<file path="config.mk">
export PLATFORM = sky130hd
export DESIGN_NAME = uart_div_display
export DESIGN_NICKNAME = d
export VERILOG_FILES = /design/src/rtl/uart_div_display_pkg.sv /design/src/rtl/uart_div_display_rx.sv /design/src/rtl/uart_div_display.sv
export SDC_FILE = /design/constraint.sdc
export NUM_CORES = 1
export LEC_CHECK = 0
export ABC_AREA = 1
export ABC_CLOCK_PERIOD_IN_PS = 6800
export CAP_MARGIN = 20
export CORE_MARGIN = 2
export CORE_UTILIZATION = 64
export CTS_CLUSTER_DIAMETER = 80
export DETAILED_ROUTE_END_ITERATION = 16
export DONT_BUFFER_PORTS = 1
export PLACE_DENSITY = 0.9
export SYNTH_ARGS = -nofsm -noshare
export SYNTH_HDL_FRONTEND = slang
export SYNTH_SLANG_ARGS = --single-unit
</file>
<file path="constraint.sdc">
create_clock -name i_clk -period 6.8 [get_ports i_clk]
set_input_delay 1.36 -clock i_clk [delete_from_list [all_inputs] [get_ports i_clk]]
set_output_delay 1.36 -clock i_clk [all_outputs]
set_load 0.05 [all_outputs]
</file>
<file path="src/rtl/uart_div_display_pkg.sv">
// Shared types and constants for the UART divide/display block.
`timescale 1ns/1ps
package uart_div_display_pkg;

  localparam logic [7:0] CMD_BYTE_DEFAULT = 8'h73;  // 's'

  // Clocks per UART bit period.
  function automatic int calc_clks_per_bit(input int clk_freq, input int baud);
    return clk_freq / baud;
  endfunction

  typedef enum logic [1:0] {
    RX_IDLE,
    RX_START,
    RX_DATA,
    RX_STOP
  } rx_state_t;

  typedef enum logic [2:0] {
    WAIT_CMD1,
    WAIT_A,
    WAIT_CMD2,
    WAIT_B,
    DIVIDE,
    SEND
  } ctl_state_t;

  // Active-low {g,f,e,d,c,b,a} glyphs for hex digits 0..F (lowercase b, d).
  localparam logic [6:0] SEG_TABLE [16] = '{
    7'h40, 7'h79, 7'h24, 7'h30, 7'h19, 7'h12, 7'h02, 7'h78,
    7'h00, 7'h10, 7'h08, 7'h03, 7'h46, 7'h21, 7'h06, 7'h0E
  };

endpackage

</file>
<file path="src/rtl/uart_div_display_rx.sv">
// 8N1 UART receiver: 2-FF synchronizer, centre sampling, one-cycle byte strobe.
`timescale 1ns/1ps
module uart_div_rx
  import uart_div_display_pkg::*;
#(
  parameter int CLKS_PER_BIT = 5208
) (
  input  logic       i_clk,
  input  logic       i_rst,
  input  logic       i_rx,
  output logic [7:0] o_data,
  output logic       o_valid
);

  localparam int CW = $clog2(CLKS_PER_BIT);
  localparam logic [CW-1:0] FULL_M1 = CW'(CLKS_PER_BIT - 1);
  localparam logic [CW-1:0] HALF_M1 = CW'(CLKS_PER_BIT / 2 - 1);

  rx_state_t     r_state, w_next;
  logic          r_sync1, r_sync2, r_rx_d;
  logic [CW-1:0] r_cnt;
  logic [2:0]    r_bit;
  logic [7:0]    r_shift;
  logic [7:0]    r_data;
  logic          r_valid;
  logic          w_fall, w_half, w_full;

  assign w_fall  = r_rx_d & ~r_sync2;
  assign w_half  = (r_cnt == HALF_M1);
  assign w_full  = (r_cnt == FULL_M1);
  assign o_data  = r_data;
  assign o_valid = r_valid;

  // Synchronize rx and keep one delayed copy for falling-edge detection.
  always_ff @(posedge i_clk or posedge i_rst) begin
    if (i_rst) begin
      r_sync1 <= 1'b1;
      r_sync2 <= 1'b1;
      r_rx_d  <= 1'b1;
    end else begin
      r_sync1 <= i_rx;
      r_sync2 <= r_sync1;
      r_rx_d  <= r_sync2;
    end
  end

  // State register.
  always_ff @(posedge i_clk or posedge i_rst) begin
    if (i_rst) r_state <= RX_IDLE;
    else       r_state <= w_next;
  end

  // Next state: a start bit that is no longer low at half-bit is a glitch.
  always_comb begin
    w_next = r_state;
    case (r_state)
      RX_IDLE:  if (w_fall) w_next = RX_START;
      RX_START: if (w_half) w_next = r_sync2 ? RX_IDLE : RX_DATA;
      RX_DATA:  if (w_full && r_bit == 3'd7) w_next = RX_STOP;
      RX_STOP:  if (w_full) w_next = RX_IDLE;
      default:  w_next = RX_IDLE;
    endcase
  end

  // Bit timing, LSB-first shift and stop-bit qualified strobe.
  always_ff @(posedge i_clk or posedge i_rst) begin
    if (i_rst) begin
      r_cnt   <= '0;
      r_bit   <= '0;
      r_shift <= '0;
      r_data  <= '0;
      r_valid <= 1'b0;
    end else begin
      r_valid <= 1'b0;
      case (r_state)
        RX_START: r_cnt <= w_half ? '0 : r_cnt + 1'b1;
        RX_DATA: begin
          if (w_full) begin
            r_cnt   <= '0;
            r_shift <= {r_sync2, r_shift[7:1]};
            r_bit   <= r_bit + 1'b1;
          end else begin
            r_cnt <= r_cnt + 1'b1;
          end
        end
        RX_STOP: begin
          if (w_full) begin
            r_cnt <= '0;
            if (r_sync2) begin
              r_data  <= r_shift;
              r_valid <= 1'b1;
            end
          end else begin
            r_cnt <= r_cnt + 1'b1;
          end
        end
        default: begin
          r_cnt <= '0;
          r_bit <= '0;
        end
      endcase
    end
  end

endmodule

</file>
<file path="src/rtl/uart_div_display.sv">
// Two-operand UART divide command: receive, divide, show on 7-seg, hand bytes to TX.
`timescale 1ns/1ps
module uart_div_display
  import uart_div_display_pkg::*;
#(
  parameter int         CLK_FREQ  = 50_000_000,
  parameter int         BAUD      = 9600,
  parameter int         SCAN_CLKS = 50_000,
  parameter int         TX_GAP    = 12 * calc_clks_per_bit(CLK_FREQ, BAUD),
  parameter logic [7:0] CMD_BYTE  = CMD_BYTE_DEFAULT
) (
  input  logic        i_clk,
  input  logic        i_rst,
  input  logic        i_rx,
  output logic [7:0]  o_tx_data,
  output logic        o_tx_ready,
  output logic [23:0] o_y_to_led,
  output logic [6:0]  o_led_out,
  output logic [5:0]  o_dig
);

  localparam int CLKS_PER_BIT = calc_clks_per_bit(CLK_FREQ, BAUD);
  localparam int GW = $clog2(TX_GAP + 1);
  localparam int SW = $clog2(SCAN_CLKS);
  localparam logic [GW-1:0] GAP_M1  = GW'(TX_GAP - 1);
  localparam logic [SW-1:0] SCAN_M1 = SW'(SCAN_CLKS - 1);

  logic [7:0]  w_rx_data;
  logic        w_rx_vld;

  ctl_state_t  r_state, w_next;
  logic [7:0]  r_a, r_div, r_rem;
  logic [23:0] r_quo, r_y;
  logic [4:0]  r_step;
  logic [GW-1:0] r_gap;
  logic [1:0]  r_tx_idx;
  logic [7:0]  r_tx_data, w_tx_byte;
  logic        r_tx_ready;

  logic [8:0]  w_shift;
  logic [9:0]  w_diff;
  logic        w_ge;
  logic [7:0]  w_rem_nxt;
  logic [23:0] w_quo_nxt;

  logic [SW-1:0] r_scan;
  logic [2:0]  r_digit;
  logic [5:0]  r_dig;
  logic [6:0]  r_led;
  logic [3:0]  w_nib;

  uart_div_rx #(.CLKS_PER_BIT(CLKS_PER_BIT)) u_rx (
    .i_clk   (i_clk),
    .i_rst   (i_rst),
    .i_rx    (i_rx),
    .o_data  (w_rx_data),
    .o_valid (w_rx_vld)
  );

  // Restoring divide step: the remainder never exceeds the 8-bit divisor.
  assign w_shift   = {r_rem, r_quo[23]};
  assign w_diff    = {1'b0, w_shift} - {2'b00, r_div};
  assign w_ge      = ~w_diff[9];
  assign w_rem_nxt = w_ge ? w_diff[7:0] : w_shift[7:0];
  assign w_quo_nxt = {r_quo[22:0], w_ge};

  // Controller state register.
  always_ff @(posedge i_clk or posedge i_rst) begin
    if (i_rst) r_state <= WAIT_CMD1;
    else       r_state <= w_next;
  end

  // Command protocol; a zero divisor bypasses the divider.
  always_comb begin
    w_next = r_state;
    case (r_state)
      WAIT_CMD1: if (w_rx_vld && w_rx_data == CMD_BYTE) w_next = WAIT_A;
      WAIT_A:    if (w_rx_vld) w_next = WAIT_CMD2;
      WAIT_CMD2: if (w_rx_vld) w_next = (w_rx_data == CMD_BYTE) ? WAIT_B : WAIT_CMD1;
      WAIT_B:    if (w_rx_vld) w_next = (w_rx_data == 8'h00) ? SEND : DIVIDE;
      DIVIDE:    if (r_step == 5'd23) w_next = SEND;
      SEND:      if (r_gap == '0 && r_tx_idx == 2'd2) w_next = WAIT_CMD1;
      default:   w_next = WAIT_CMD1;
    endcase
  end

  // Result byte for the current transmit slot, MSB first.
  always_comb begin
    w_tx_byte = r_y[7:0];
    case (r_tx_idx)
      2'd0:    w_tx_byte = r_y[23:16];
      2'd1:    w_tx_byte = r_y[15:8];
      default: ;
    endcase
  end

  // Operand capture, divider iteration, result latch and TX pacing.
  always_ff @(posedge i_clk or posedge i_rst) begin
    if (i_rst) begin
      r_a        <= '0;
      r_div      <= '0;
      r_rem      <= '0;
      r_quo      <= '0;
      r_y        <= '0;
      r_step     <= '0;
      r_gap      <= '0;
      r_tx_idx   <= '0;
      r_tx_data  <= '0;
      r_tx_ready <= 1'b0;
    end else begin
      r_tx_ready <= 1'b0;
      if (r_state != SEND) begin
        r_gap    <= '0;
        r_tx_idx <= '0;
      end
      case (r_state)
        WAIT_A: if (w_rx_vld) r_a <= w_rx_data;
        WAIT_B: begin
          if (w_rx_vld) begin
            r_quo  <= {16'h0000, r_a};
            r_div  <= w_rx_data;
            r_rem  <= '0;
            r_step <= '0;
            if (w_rx_data == 8'h00) r_y <= 24'hFFFFFF;
          end
        end
        DIVIDE: begin
          r_rem  <= w_rem_nxt;
          r_quo  <= w_quo_nxt;
          r_step <= r_step + 1'b1;
          if (r_step == 5'd23) r_y <= w_quo_nxt;
        end
        SEND: begin
          if (r_gap == '0) begin
            r_tx_ready <= 1'b1;
            r_tx_data  <= w_tx_byte;
            r_gap      <= GAP_M1;
            if (r_tx_idx != 2'd2) r_tx_idx <= r_tx_idx + 1'b1;
          end else begin
            r_gap <= r_gap - 1'b1;
          end
        end
        default: ;
      endcase
    end
  end

  assign w_nib = r_y[{r_digit, 2'b00} +: 4];

  // Digit scanner: registered select and glyph switch together.
  always_ff @(posedge i_clk or posedge i_rst) begin
    if (i_rst) begin
      r_scan  <= '0;
      r_digit <= '0;
      r_dig   <= 6'h3F;
      r_led   <= 7'h7F;
    end else begin
      r_dig <= ~(6'b000001 << r_digit);
      r_led <= SEG_TABLE[w_nib];
      if (r_scan == SCAN_M1) begin
        r_scan  <= '0;
        r_digit <= (r_digit == 3'd5) ? 3'd0 : r_digit + 1'b1;
      end else begin
        r_scan <= r_scan + 1'b1;
      end
    end
  end

  assign o_tx_data  = r_tx_data;
  assign o_tx_ready = r_tx_ready;
  assign o_y_to_led = r_y;
  assign o_led_out  = r_led;
  assign o_dig      = r_dig;

endmodule

</file>
Zoomed window:
Window x 79 to 104, y 18 to 43 um. Cells in gray, sequential cells in the stronger gray; small squares are vias.
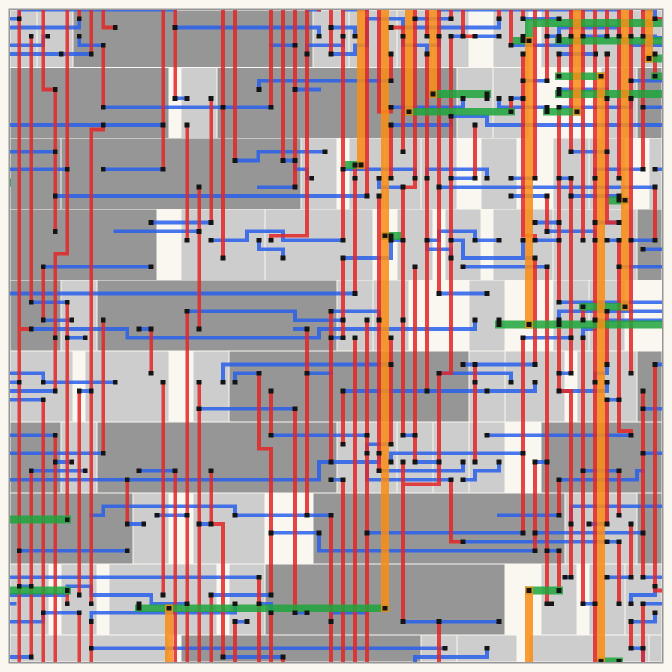
metal 1: marked blue. metal 4: marked orange. metal 3: marked green. metal 2: marked red.
Most frequent: nand2_1 (20), dfrtp_1 (11), nor2_1 (7). 66 logic cells have their middle in the window. Sequential cells in the window: 12. Netlist names of flops here include r_quo (4), o_y_to_led (3), r_digit (3).

Signal wires by layer:
Only two layers are drawn.
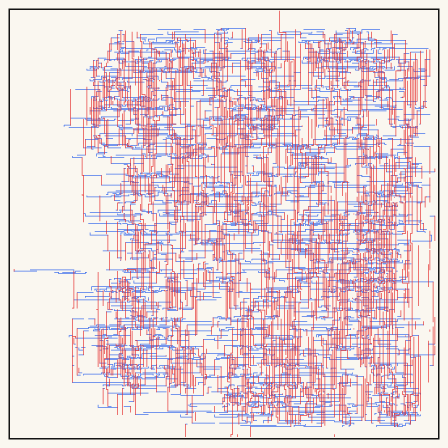
metal 2: marked red, wire length 9460 um. metal 1: marked blue, wire length 7910 um.

==> results_dict.tcl <==
# place-and-route summary
set metrics [dict create \
    status "finished, final reports clean" \
    grt_usage 0.279 \
    placed_cells 1226 \
    final_nets 1095 \
    common_cells "nand2_1 (290), dfrtp_1 (161), inv_1 (120), nor2_1 (111), nand3_1 (58)" \
    power.share.combinational 0.050 \
    yosys_cells 1074 \
    power_leader "registers" \
    clkPwrFrac 0.465 \
    rsz0062_at_grt "false" \
    hold_depth 0 \
    design_area_um2 9570 \
    clockBufferDepth 2 \
    rrSetupSlack_ns 4.15 \
    met3WireLength_mm 1.37 \
    simple_gate_share 0.269 \
    cts_resized 0 \
    crit_path_max_incr_delay_ns 0.64 \
    n_fill_cell 880 \
    stage_log_warnings 34 \
    post_cts_buffers 0 \
    setup.worst_path.end "o_y_to_led[18]" \
    timing.setup.tns_ns 0 \
    numPortBuffers 0 \
    mux_area_frac 0.00381 \
    diodes 0 \
    remaining_drc_errors 0 \
    holdBufCountCts 0 \
    placed_area_um2 8950 \
    flop-count 177 \
    grt_pass1_vias 6970 \
    fp.coreArea_um2 13400 \
    via_count 7280 \
    viasPerCell 5.79 \
    power_density_nw_per_um2 234 \
]
Routing congestion:
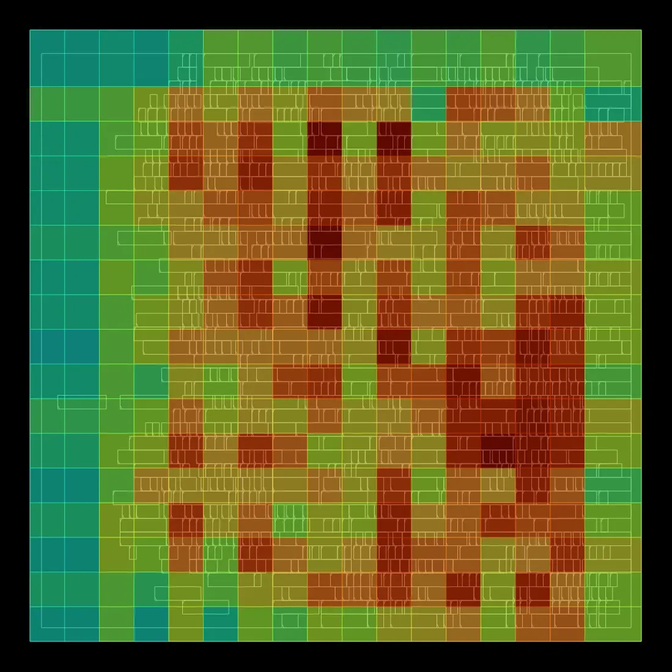
met2 global-route usage: 0.468
grt met1 use: 0.348
final core utilization: 0.714
drt wl/cell: 15.4 um
GR met3 Demand/Resource: 0.0674

The metal 4 layer:
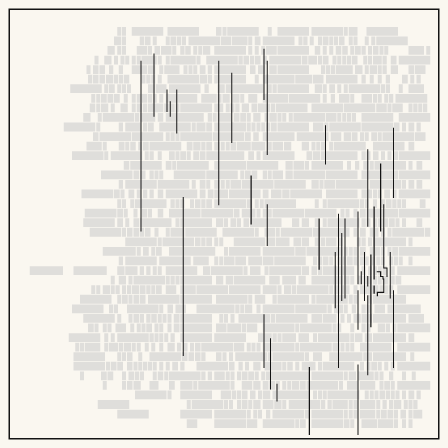
The longest straight run is 48.3 um. 35 nets have wire on it. The layer holds 3.6% of the routed length. The layer carries 702 um of wire.

## worst reg2reg max path: stages, from the launching register on
cell	delay [ns]
dfrtp_1	0.48
inv_2	0.08
nand2_2	0.12
nor2_4	0.10
inv_2	0.59
nand2_1	0.21
nand2_4	0.64
nand2_1	0.19
o21ai_1	0.15
## registers in the layout, summed over array words and instances, names as in the netlist, 5 cells and up
name / flops
o_y_to_led: 24
r_quo: 24
r_gap: 16
r_scan: 16
u_rx.r_cnt: 13
o_tx_data: 8
r_a: 8
r_div: 8
r_rem: 8
u_rx.o_data: 8
u_rx.r_shift: 8
o_led_out: 7
o_dig: 6
r_step: 5
